===== config.mk =====
export PLATFORM = sky130hd
export DESIGN_NAME = count_sequencer
export DESIGN_NICKNAME = d
export VERILOG_FILES = /design/src/rtl/count_sequencer_pkg.sv /design/src/rtl/hex_to_seg7.sv /design/src/rtl/count_sequencer.sv
export SDC_FILE = /design/constraint.sdc
export NUM_CORES = 1
export LEC_CHECK = 0
export CORE_UTILIZATION = 28
export DETAILED_ROUTE_END_ITERATION = 8
export GPL_ROUTABILITY_DRIVEN = 0
export PLACE_DENSITY = 0.47
export SLEW_MARGIN = 15
export SYNTH_ARGS = -nofsm -noshare
export SYNTH_HDL_FRONTEND = slang
export SYNTH_SLANG_ARGS = --single-unit

===== constraint.sdc =====
create_clock -name clk -period 2.7 [get_ports clk]
set_clock_uncertainty 0.2 [all_clocks]
set_input_delay 0.81 -clock clk [delete_from_list [all_inputs] [get_ports clk]]
set_output_delay 0.81 -clock clk [all_outputs]
set_load 0.03 [all_outputs]

===== src/rtl/count_sequencer_pkg.sv =====
// Shared definitions for the count/7-segment controller: FSM state encoding,
// active-low segment patterns {g,f,e,d,c,b,a} and the digit decode helper.
package count_sequencer_pkg;

  typedef enum logic [1:0] {
    S_IDLE  = 2'd0,
    S_RUN   = 2'd1,
    S_PAUSE = 2'd2,
    S_DONE  = 2'd3
  } state_t;

  localparam logic [6:0] SEG_0 = 7'b1000000;
  localparam logic [6:0] SEG_1 = 7'b1111001;
  localparam logic [6:0] SEG_2 = 7'b0100100;
  localparam logic [6:0] SEG_3 = 7'b0110000;
  localparam logic [6:0] SEG_4 = 7'b0011001;
  localparam logic [6:0] SEG_5 = 7'b0010010;
  localparam logic [6:0] SEG_6 = 7'b0000010;
  localparam logic [6:0] SEG_7 = 7'b1111000;
  localparam logic [6:0] SEG_8 = 7'b0000000;
  localparam logic [6:0] SEG_9 = 7'b0010000;
  localparam logic [6:0] SEG_A = 7'b0001000;
  localparam logic [6:0] SEG_B = 7'b0000011;
  localparam logic [6:0] SEG_C = 7'b1000110;
  localparam logic [6:0] SEG_D = 7'b0100001;
  localparam logic [6:0] SEG_E = 7'b0000110;
  localparam logic [6:0] SEG_F = 7'b0001110;

  // b and d use the lower-case glyphs so they are not confused with 8 and 0
  function automatic logic [6:0] seg7_of(input logic [3:0] value);
    logic [6:0] seg;
    case (value)
      4'h0: seg = SEG_0;
      4'h1: seg = SEG_1;
      4'h2: seg = SEG_2;
      4'h3: seg = SEG_3;
      4'h4: seg = SEG_4;
      4'h5: seg = SEG_5;
      4'h6: seg = SEG_6;
      4'h7: seg = SEG_7;
      4'h8: seg = SEG_8;
      4'h9: seg = SEG_9;
      4'hA: seg = SEG_A;
      4'hB: seg = SEG_B;
      4'hC: seg = SEG_C;
      4'hD: seg = SEG_D;
      4'hE: seg = SEG_E;
      default: seg = SEG_F;
    endcase
    return seg;
  endfunction

endpackage


===== src/rtl/hex_to_seg7.sv =====
// Purely combinational hex digit to active-low 7-segment decoder.
module hex_to_seg7
  import count_sequencer_pkg::*;
(
  input  logic [3:0] value,
  output logic [6:0] seg
);

  always_comb begin
    seg = seg7_of(value);
  end

endmodule


===== src/rtl/count_sequencer.sv =====
// Run/pause/step/clear controller around a prescaled 4-bit counter with 7-segment output.
// Optional COUNT_DOWN_EN adds a `down` input selecting decrementing count.
module count_sequencer
  import count_sequencer_pkg::*;
#(
  parameter int PRESCALE = 25_000_000,
  parameter int MAXCOUNT = 15,
  parameter int WRAP     = 1
) (
  input  logic       clk,
  input  logic       reset,
  input  logic       start,
  input  logic       stop,
  input  logic       step,
  input  logic       clear,
`ifdef COUNT_DOWN_EN
  input  logic       down,
`endif
  output logic [3:0] count,
  output logic [6:0] hex,
  output logic       tick,
  output logic       busy,
  output logic       done
);

  localparam int            PW    = (PRESCALE > 2) ? $clog2(PRESCALE) : 1;
  localparam logic [PW-1:0] PLAST = PW'(PRESCALE - 1);
  localparam logic [3:0]    CMAX  = 4'(MAXCOUNT);

  state_t        state, state_n;
  logic [PW-1:0] pres, pres_n;
  logic [3:0]    count_n;
  logic          tick_n;
  logic          dn;
  logic [3:0]    stepped;
  logic [3:0]    term;
  logic [3:0]    reload;

`ifdef COUNT_DOWN_EN
  assign dn = down;
`else
  assign dn = 1'b0;
`endif

  // Neighbour value in the current direction; wraps both ways regardless of WRAP
  always_comb begin
    if (dn) begin
      stepped = (count == 4'd0) ? CMAX : count - 4'd1;
      term    = 4'd0;
      reload  = CMAX;
    end else begin
      stepped = (count == CMAX) ? 4'd0 : count + 4'd1;
      term    = CMAX;
      reload  = 4'd0;
    end
  end

  always_ff @(posedge clk or posedge reset) begin
    if (reset) begin
      state <= S_IDLE;
    end else begin
      state <= state_n;
    end
  end

  // Priority within a cycle: clear, then stop, then start, then step
  always_comb begin
    state_n = state;
    count_n = count;
    pres_n  = pres;
    tick_n  = 1'b0;
    if (clear) begin
      state_n = S_IDLE;
      count_n = 4'd0;
      pres_n  = '0;
    end else begin
      case (state)
        S_IDLE: begin
          if (stop) begin
            state_n = S_IDLE;
          end else if (start) begin
            state_n = S_RUN;
          end else if (step) begin
            count_n = stepped;
          end
        end
        S_RUN: begin
          if (stop) begin
            state_n = S_PAUSE;
          end else if (pres == PLAST) begin
            pres_n = '0;
            tick_n = 1'b1;
            if (WRAP == 0 && count == term) begin
              state_n = S_DONE;
            end else begin
              count_n = stepped;
            end
          end else begin
            pres_n = pres + 1'b1;
          end
        end
        S_PAUSE: begin
          if (stop) begin
            state_n = S_PAUSE;
          end else if (start) begin
            state_n = S_RUN;
          end else if (step) begin
            count_n = stepped;
          end
        end
        default: begin
          // Restart from the origin of the current direction
          if (!stop && start) begin
            state_n = S_RUN;
            count_n = reload;
            pres_n  = '0;
          end
        end
      endcase
    end
  end

  always_ff @(posedge clk or posedge reset) begin
    if (reset) begin
      count <= 4'd0;
      pres  <= '0;
      tick  <= 1'b0;
    end else begin
      count <= count_n;
      pres  <= pres_n;
      tick  <= tick_n;
    end
  end

  assign busy = (state == S_RUN);
  assign done = (state == S_DONE);

  hex_to_seg7 u_seg (
    .value (count),
    .seg   (hex)
  );

endmodule

Figure 1. Close-up of the layout (run 1).
Region (31, 31) to (56, 56) µm. Cells in gray, sequential cells in the stronger gray; small squares are vias.
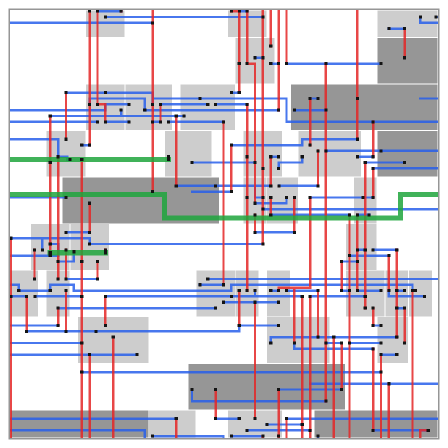
Blue stands for metal 1. Red stands for metal 2. Green stands for metal 3.
35 logic cells have their middle in the window. Most frequent: dfrtp_1 (5), a31oi_1 (4), nand2_1 (3). Sequential cells in the window: 5. Netlist names of flops here include pres (5).

Figure 2. Placement density heat map (run 1).
(3 px per µm) The die is cut into 9 by 9 equal tiles; black is low, pale yellow is high, 0 to 100% covered.
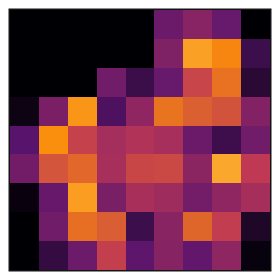
The emptiest ninth of the die: upper left. 20% of the tiles are nearly empty. The fullest tile reaches 81%.

==> flow_summary.ini, run 1 <==
; physical design summary
[finish]
dominant-cell-class = multi-input combinational cells
buffers = 41
combGateArea_um2 = 1150
nFillCells = 706
seq_share = 0.312
bufAreaShareNonClock = 0.137
areaGrowthSynthToFinish_pct = 28.2
seqCellArea_um2 = 803
inverters = 10
fin_util = 0.375
clkCellAreaFrac = 0.0418
antenna_cells = 0
logic_gates = 177
fin_nets = 280

[power]
p_clk_frac = 0.340
seq_power_share = 0.370
total_power_mw = 1.37
p_comb_frac = 0.291
p_sw_uw = 442
vdd_drop_max_uv = 187
pg_comb_uw = 399
leakagePower_nw = 1.09
intPower_uw = 932
p_sw_frac = 0.322

[run_status]
status = complete, no violations

[floorplan]
boundaryPins = 20
die_h_um = 86.7
chipArea_um2 = 7510
num_rows = 30

[placement]
portBuffers = 19
postPlaceCellArea_um2 = 2430

[logic_synthesis]
mux_area_frac = 0.0256
synth_compound_gate_area_share = 0.179
ys.flops = 32
ys_warn_count = 0
synth_top_flop_cell = dfrtp_1
top_cells_by_count = dfrtp_1 (32), nand2_1 (23), nor2_1 (20), a31oi_1 (15), o21ai_0 (15)
top_cell = dfrtp_1
synth.distinct_cells = 48
yosysTopAreaCellShare = 0.399
syn-num-nets = 242
postSynthCellCount = 229
synth-edff-count = 0
top_logic_kind = simple AND/OR/NAND/NOR gates
syn_area_um2 = 2010
async_flop_share = 1.00

[setup_path]
reg2regPathDepth = 6
end_kind = output pin
crit_required_ns = 1.69
crit_type = reg -> out
reg2reg_slack_ns = 0.20
crit_end = done
critPathLaunchType = register
worstSetupStartpoint = state[0]
critical_path.max_fanout = 8

[route]
detail-route-antenna-nets = 0
vias = 1818
wl_per_cell_um = 13.4
drt_iter0_drc = 68
finalWirelength_um = 4870
drc = 0
drtPass1Iterations = 4
via_per_inst = 4.99

[global_routing]
antenna_found_initial = 0
grt_pass1_wl_um = 8270
grt_overflow = 0
grt_pass1_vias = 1738

[timing]
holdWs_ns = 0.326
finalHoldViolations = 0
rsz0062_at_grt = no
setup_violations = 0
max_slew_margin = 0.714
setup-tns-final_ns = 0
post-route-period-util = 0.950

[flow_run]
cap_violations = 0
tool_warnings = 31

[clock_network]
cts_tree = yes
post_cts_resized = 2
post_cts_buffers = 2
h-tree-depth = 2
root_buffer = clkbuf_8
clkTransAtPathRegs_ns = 0.08

[hold_path]
hold_path_depth = 1
hold_start = pres[10]
holdPathEnd = pres[10]
hold_path_class = reg -> reg
Figure 3. Placement by cell class (run 1).
(4 px per µm) Fill, decap, tap and diode cells in gray.
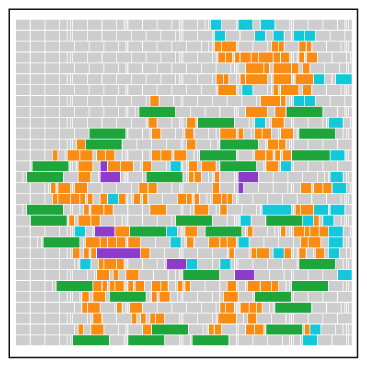
Cyan stands for remaining buffers and delay cells, cells 41. Purple stands for clock drivers and dummy loads, cells 8. Green stands for sequential cells, cells 32. Orange stands for combinational and other logic, cells 187.

Figure 4. Clock nets (run 1).
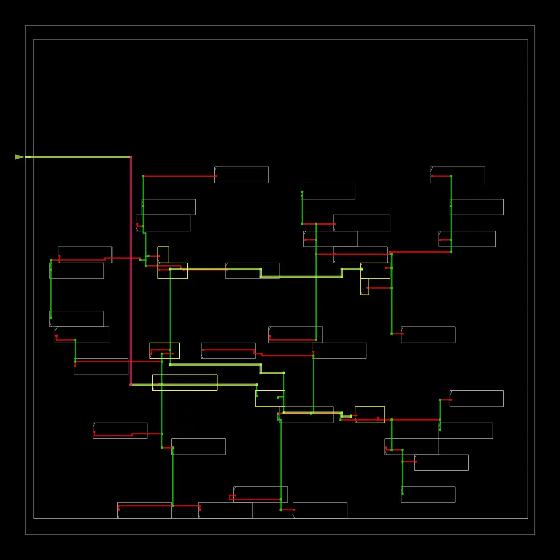
CTS Buf Count: 5
Skew-Pair Late Insertion Delay: 0.29 ns
flop count: 32
final-layout clock buffer total: 6
Clock Power: 467 µW

run 1: layer usage:
layer | vias up | share of wire | GRT usage
met1 | 871 | 0.51 | 0.186
li1 | 919 | - | -
met4 | 0 | 0.0078 | 0.0545
met5 | - | 0 | 0
met2 | 26 | 0.45 | 0.231
met3 | 2 | 0.033 | 0.0343
run 1: per-stage QoR:
stage	std cells	worst slack, ns
2_1_floorplan	229	0.00743
3_3_place_gp	354	-0.102
3_5_place_dp	354	-0.108
4_1_cts	364	0.00601
5_1_grt	364	0.0153
6_report	364	0.135
run 1: sequential cells by signal (all words and copies together) (netlist names):
signal	cells
pres	25
state	2
count	4
tick	1
run 1: worst max-delay path: stages, from the launching register on:
cell	delay, ns
dfrtp_1	0.45
and2_1	0.15
clkdlybuf4s50_1	0.66
==> inputs of run 2 (changes only) <==
--- a/config.mk
+++ b/config.mk
@@ -8,6 +8,7 @@
 export CORE_UTILIZATION = 28
 export DETAILED_ROUTE_END_ITERATION = 8
 export GPL_ROUTABILITY_DRIVEN = 0
+export GPL_TIMING_DRIVEN = 0
 export PLACE_DENSITY = 0.47
 export SLEW_MARGIN = 15
 export SYNTH_ARGS = -nofsm -noshare
Figure 5. Close-up of the layout (run 2).
Region (31, 31) to (56, 56) µm. Cells in gray, sequential cells in the stronger gray; small squares are vias.
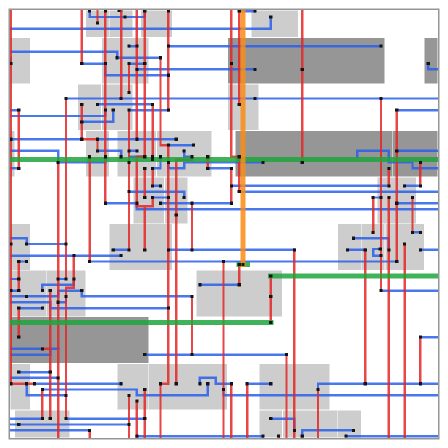
Blue stands for metal 1. Orange stands for metal 4. Red stands for metal 2. Green stands for metal 3.
33 logic cells have their middle in the window. Most frequent: nand2_1 (5), a31oi_1 (5). Netlist names of flops here include pres (3). Sequential cells in the window: 3.

==> run 2 against run 1 <==
Fmax down 4.2%. Clock-buffer cell count increased by 2. Cell area decreased by 2.8%. Critical path depth rose by 4. Synthesized cell count unchanged. Final cell count shrank 2.2%. Die area did not move. Register-to-register slack worse by 0.04 ns. Global-route usage up 0.39 points. Non-clock buffer count fell by 8. Sequential power is 0.8% higher. Worst setup slack lost 0.11 ns. Largest power group unchanged.
==> flow_summary.ini, run 2 <==
; physical design summary
[finish]
clockBufferCount = 8
largest_reg_flops = 25
combGateArea_um2 = 1180
buffers = 33
inverters = 10
fin_util = 0.364
stdcell_count = 356
nFillCells = 727
fin_nets = 272
areaGrowthSynthToFinish_pct = 24.6
reg.largest.list = pres (25), count (4), state (2)
seqCellArea_um2 = 805
top_register = pres
bufAreaShareNonClock = 0.107
seq_share = 0.322
dominant-cell-class = multi-input combinational cells
antenna_cells = 0
logic_gates = 177
seq_cell_count = 32

[power]
leakagePower_nw = 1.04
p_sw_uw = 426
p_comb_frac = 0.292
p_sw_frac = 0.335
intPower_uw = 844
total_power_mw = 1.27
p_clk_frac = 0.304
vdd_drop_max_uv = 139

[clock_network]
post_cts_buffers = 3
root_buffer = clkbuf_8
h-tree-depth = 2
post_cts_resized = 39
clock_latency_ns = 0.28
cts-buffers-inserted = 5
clkTransAtPathRegs_ns = 0.07
cts_tree = yes

[setup_path]
crit_type = reg -> out
critical_path.max_fanout = 6
critPathLaunchType = register
end_kind = output pin
reg2regPathDepth = 7
reg2reg_slack_ns = 0.16
crit_required_ns = 1.69
crit_end = hex[3]
worstSetupStartpoint = count[0]

[logic_synthesis]
postSynthCellCount = 229
synth_top_flop_cell = dfrtp_1
mux_area_frac = 0.0256
synth-edff-count = 0
ys_warn_count = 0
yosysTopAreaCellShare = 0.399
async_flop_share = 1.00
syn_area_um2 = 2010
syn-num-nets = 242
synth.distinct_cells = 48
top_cell = dfrtp_1
top_cells_by_count = dfrtp_1 (32), nand2_1 (23), nor2_1 (20), a31oi_1 (15), o21ai_0 (15)
synth_compound_gate_area_share = 0.179

[route]
drt_iter0_drc = 57
finalWirelength_um = 4940
wl_met2_um = 2210
top_layer_used = met4
detail-route-antenna-nets = 0
wl_met3_um = 173
vias = 1800
drc = 0
via_per_inst = 5.06
met1_length_um = 2510
wl_per_cell_um = 13.9

[placement]
portBuffers = 19
postPlaceCellArea_um2 = 2320
dp_cells = 344
preCtsSetupSlack_ns = -0.630

[timing]
setup_violations = 0
holdWs_ns = 0.307
finalHoldViolations = 0
fin_ws_ns = 0.0235
max_slew_margin = 0.514
post-route-period-util = 0.991
rsz0062_at_grt = yes

[global_routing]
grt_max_degree = 33
grt_overflow = 0
antenna_found_initial = 0
grt_pass1_wl_um = 8710
grt_util_met3 = 0.0314
grt_pass1_vias = 1773
globalRouteMet2Util = 0.237
met1_usage = 0.201
grt-busiest-layer = met2

[flow_run]
tool_warnings = 32
cap_violations = 0

[floorplan]
die_h_um = 86.7
nWellTaps = 96
num_rows = 30
chipArea_um2 = 7510

[hold_path]
hold_start = pres[10]
hold_path_class = reg -> reg
holdPathEnd = pres[10]
hold_path_depth = 1

[run_status]
status = complete, no violations
-- run 2: netlist changes by cell type in the layout (fill, tap and decap cells not counted), sizes merged --
cell | before | now
bufinv | 1 | 0
buf | 29 | 9
dlygate4sd2 | 1 | 0
clkbuf | 6 | 18
clkdlybuf4s15 | 0 | 2
clkinv | 1 | 0
dlymetal6s2s | 0 | 1
-- run 2: power groups by stage --
stage	combinational (mW)	sequential (mW)	clock, mW
after global routing	0.409	0.516	0.419
after floorplan	0.209	0.536	0
after detailed placement	0.355	0.522	0
after CTS	0.362	0.511	0.395
final	0.371	0.512	0.386
after global placement	0.356	0.523	0
-- run 2: worst max-delay path, stage by stage, from the launching register on --
cell and delay (ns):
dfrtp_2 0.44, inv_1 0.14, ha_1 0.26, inv_1 0.11, a211oi_2 0.09, a31oi_2 0.14, clkbuf_4 0.20
==> inputs of run 3 (changes only) <==
--- a/config.mk
+++ b/config.mk
@@ -5,11 +5,12 @@
 export SDC_FILE = /design/constraint.sdc
 export NUM_CORES = 1
 export LEC_CHECK = 0
-export CORE_UTILIZATION = 28
+export CORE_UTILIZATION = 57
 export DETAILED_ROUTE_END_ITERATION = 8
 export GPL_ROUTABILITY_DRIVEN = 0
 export GPL_TIMING_DRIVEN = 0
-export PLACE_DENSITY = 0.47
+export HOLD_SLACK_MARGIN = 0.15
+export PLACE_DENSITY = 0.82
 export SLEW_MARGIN = 15
 export SYNTH_ARGS = -nofsm -noshare
 export SYNTH_HDL_FRONTEND = slang
Figure 6. Clock network drawn from the DEF (run 3).
(10 px per µm)
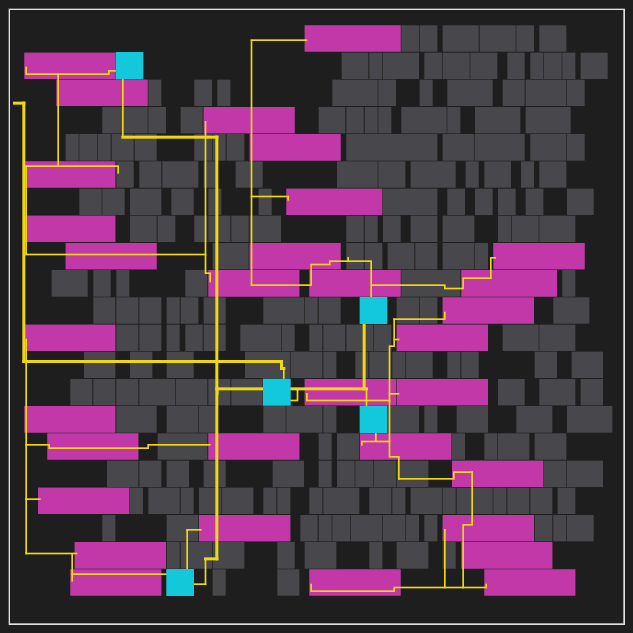
Magenta stands for flip-flops, count 32. Cyan stands for clock drivers, count 5. Yellow stands for clock wires, length 444 µm.
There are 6 routed clock nets. Position of the flops: widely spread.
Clock Power: 294 µW
clock share of power: 0.246
Skew-Pair Late Insertion Delay: 0.35 ns

==> run 3 against run 2 <==
Sequential share of layout area grew 1.5 points. Register-to-register slack is essentially flat. Critical endpoint unchanged. Die area is 50% lower. Critical path type unchanged. Worst setup slack improved by 0.0095 ns. First-iteration DRC count is 110% higher. Largest power group unchanged. Highest routed layer unchanged. Synthesized cell count unchanged. Critical path depth is the same. Non-clock buffer count down 2. Power fell by 5.9%.
==> flow_summary.ini, run 3 <==
; physical design summary
[global_routing]
met1_usage = 0.341
grt_util_met3 = 0.0483
grt_pass1_vias = 1590
antenna_found_initial = 0
grt_overflow = 0
globalRouteMet2Util = 0.410
grt_max_degree = 33
grt_pass1_wl_um = 7020
grt-busiest-layer = met2
grtUsageTotal = 0.260

[floorplan]
die_h_um = 61.3
fp_util = 0.597
core_area_um2 = 3360
nWellTaps = 46
chipArea_um2 = 3760
die_w_um = 61.3
boundaryPins = 20
num_rows = 21

[clock_network]
cts_tree = yes
root_buffer = clkbuf_4
cts-buffers-inserted = 5
clkTransAtPathRegs_ns = 0.10
h-tree-depth = 2
post_cts_resized = 49
post_cts_buffers = 3

[finish]
buffers = 31
nFillCells = 273
fin_nets = 270
bufAreaShareNonClock = 0.104
design_area_um2 = 2390
dominant-cell-class = multi-input combinational cells
seq_cell_count = 32
inverters = 10
clkCellAreaFrac = 0.0257
logic_gates = 177
seqCellArea_um2 = 805
largest_reg_flops = 25
reg.largest.list = pres (25), count (4), state (2)
areaGrowthSynthToFinish_pct = 19.0
clockBufferCount = 6
seq_share = 0.337
top_register = pres
combGateArea_um2 = 1180
antenna_cells = 0

[setup_path]
critical_path.max_fanout = 6
crit_type = reg -> out
end_kind = output pin
crit_end = hex[3]
crit_arrival_ns = 1.66
crit_path_max_incr_delay_ns = 0.46
slowest_stage = dfrtp_2
path_buffers = 3
r2r-end = pres[24]
path_depth = 6
crit_required_ns = 1.69
crit_family = flip-flops
crit_path_cell_trace = inv_2 > ha_1 > inv_2 > a211oi_2 > a31oi_2 > buf_6
worstSetupStartpoint = count[0]
critPathLaunchType = register
worst_path_most_repeated_cell = inv_2
reg2regPathDepth = 7
reg2reg_slack_ns = 0.15

[run_status]
status = complete, no violations

[timing]
setup_violations = 0
max_slew_margin = 0.562
tightest_slew_ns = 0.656
rsz0062_at_grt = yes
finalHoldViolations = 0
setup-tns-final_ns = 0
post-route-period-util = 0.988

[logic_synthesis]
yosysTopAreaCellShare = 0.399
ys_sh_xor = 0.0349
synth.distinct_cells = 48
async_flop_share = 1.00
ys.flops = 32
synth_top_flop_cell = dfrtp_1
top_logic_kind = simple AND/OR/NAND/NOR gates
syn-num-nets = 242
top_cells_by_count = dfrtp_1 (32), nand2_1 (23), nor2_1 (20), a31oi_1 (15), o21ai_0 (15)
mux_area_frac = 0.0256
synth-edff-count = 0
top_cell = dfrtp_1
postSynthCellCount = 229
seq_area_frac_synth = 0.399
synth_compound_gate_area_share = 0.179
ys_warn_count = 0
syn_area_um2 = 2010
yosys.area.top_type = dfrtp_1

[route]
detail-route-antenna-nets = 0
drt_iter0_drc = 120
drtPass1Iterations = 4
wl_per_cell_um = 15.1
via_per_inst = 5.97
drc = 0
finalWirelength_um = 4600
vias = 1816

[hold_path]
holdPathEnd = pres[10]
hold_start = pres[10]
hold_path_depth = 1
hold_path_class = reg -> reg

[power]
maxPowerGroup = sequential cells
p_comb_frac = 0.323
vdd_drop_max_uv = 330
leakagePower_nw = 1.03
pg_comb_uw = 386
seq-power_uw = 515
seq_power_share = 0.431
p_sw_uw = 424
intPower_uw = 771
p_sw_frac = 0.355

[flow_run]
tool_warnings = 32
cap_violations = 0

[placement]
hpwl_um = 3170
postPlaceCellArea_um2 = 2260
portBuffers = 19
[run 3: stage by stage]
| step | setup slack [ns] | instances | power, mW | hold slack, ns | util |
|---|---|---|---|---|---|
| finish | 0.0330 | 304 | 1.19 | 0.315 | 0.710 |
| global route | -0.0415 | 304 | 1.26 | 0.346 | 0.710 |
| CTS | 0.00595 | 303 | 1.17 | 0.313 | 0.695 |
| detailed placement | -0.468 | 294 | 0.871 | 0.300 | 0.672 |
| global placement | -0.476 | 294 | 0.865 | 0.289 | 0.672 |
| floorplan | 0.00743 | 229 | 0.745 | 0.265 | - |
[run 3: routing by layer]
metal / wire length (µm) / vias to the layer above
met5: 0 / -
met4: 100 / 0
li1: - / 893
met3: 165 / 11
met2: 2160 / 43
met1: 2170 / 869
Power and IR drop assume default switching activity.
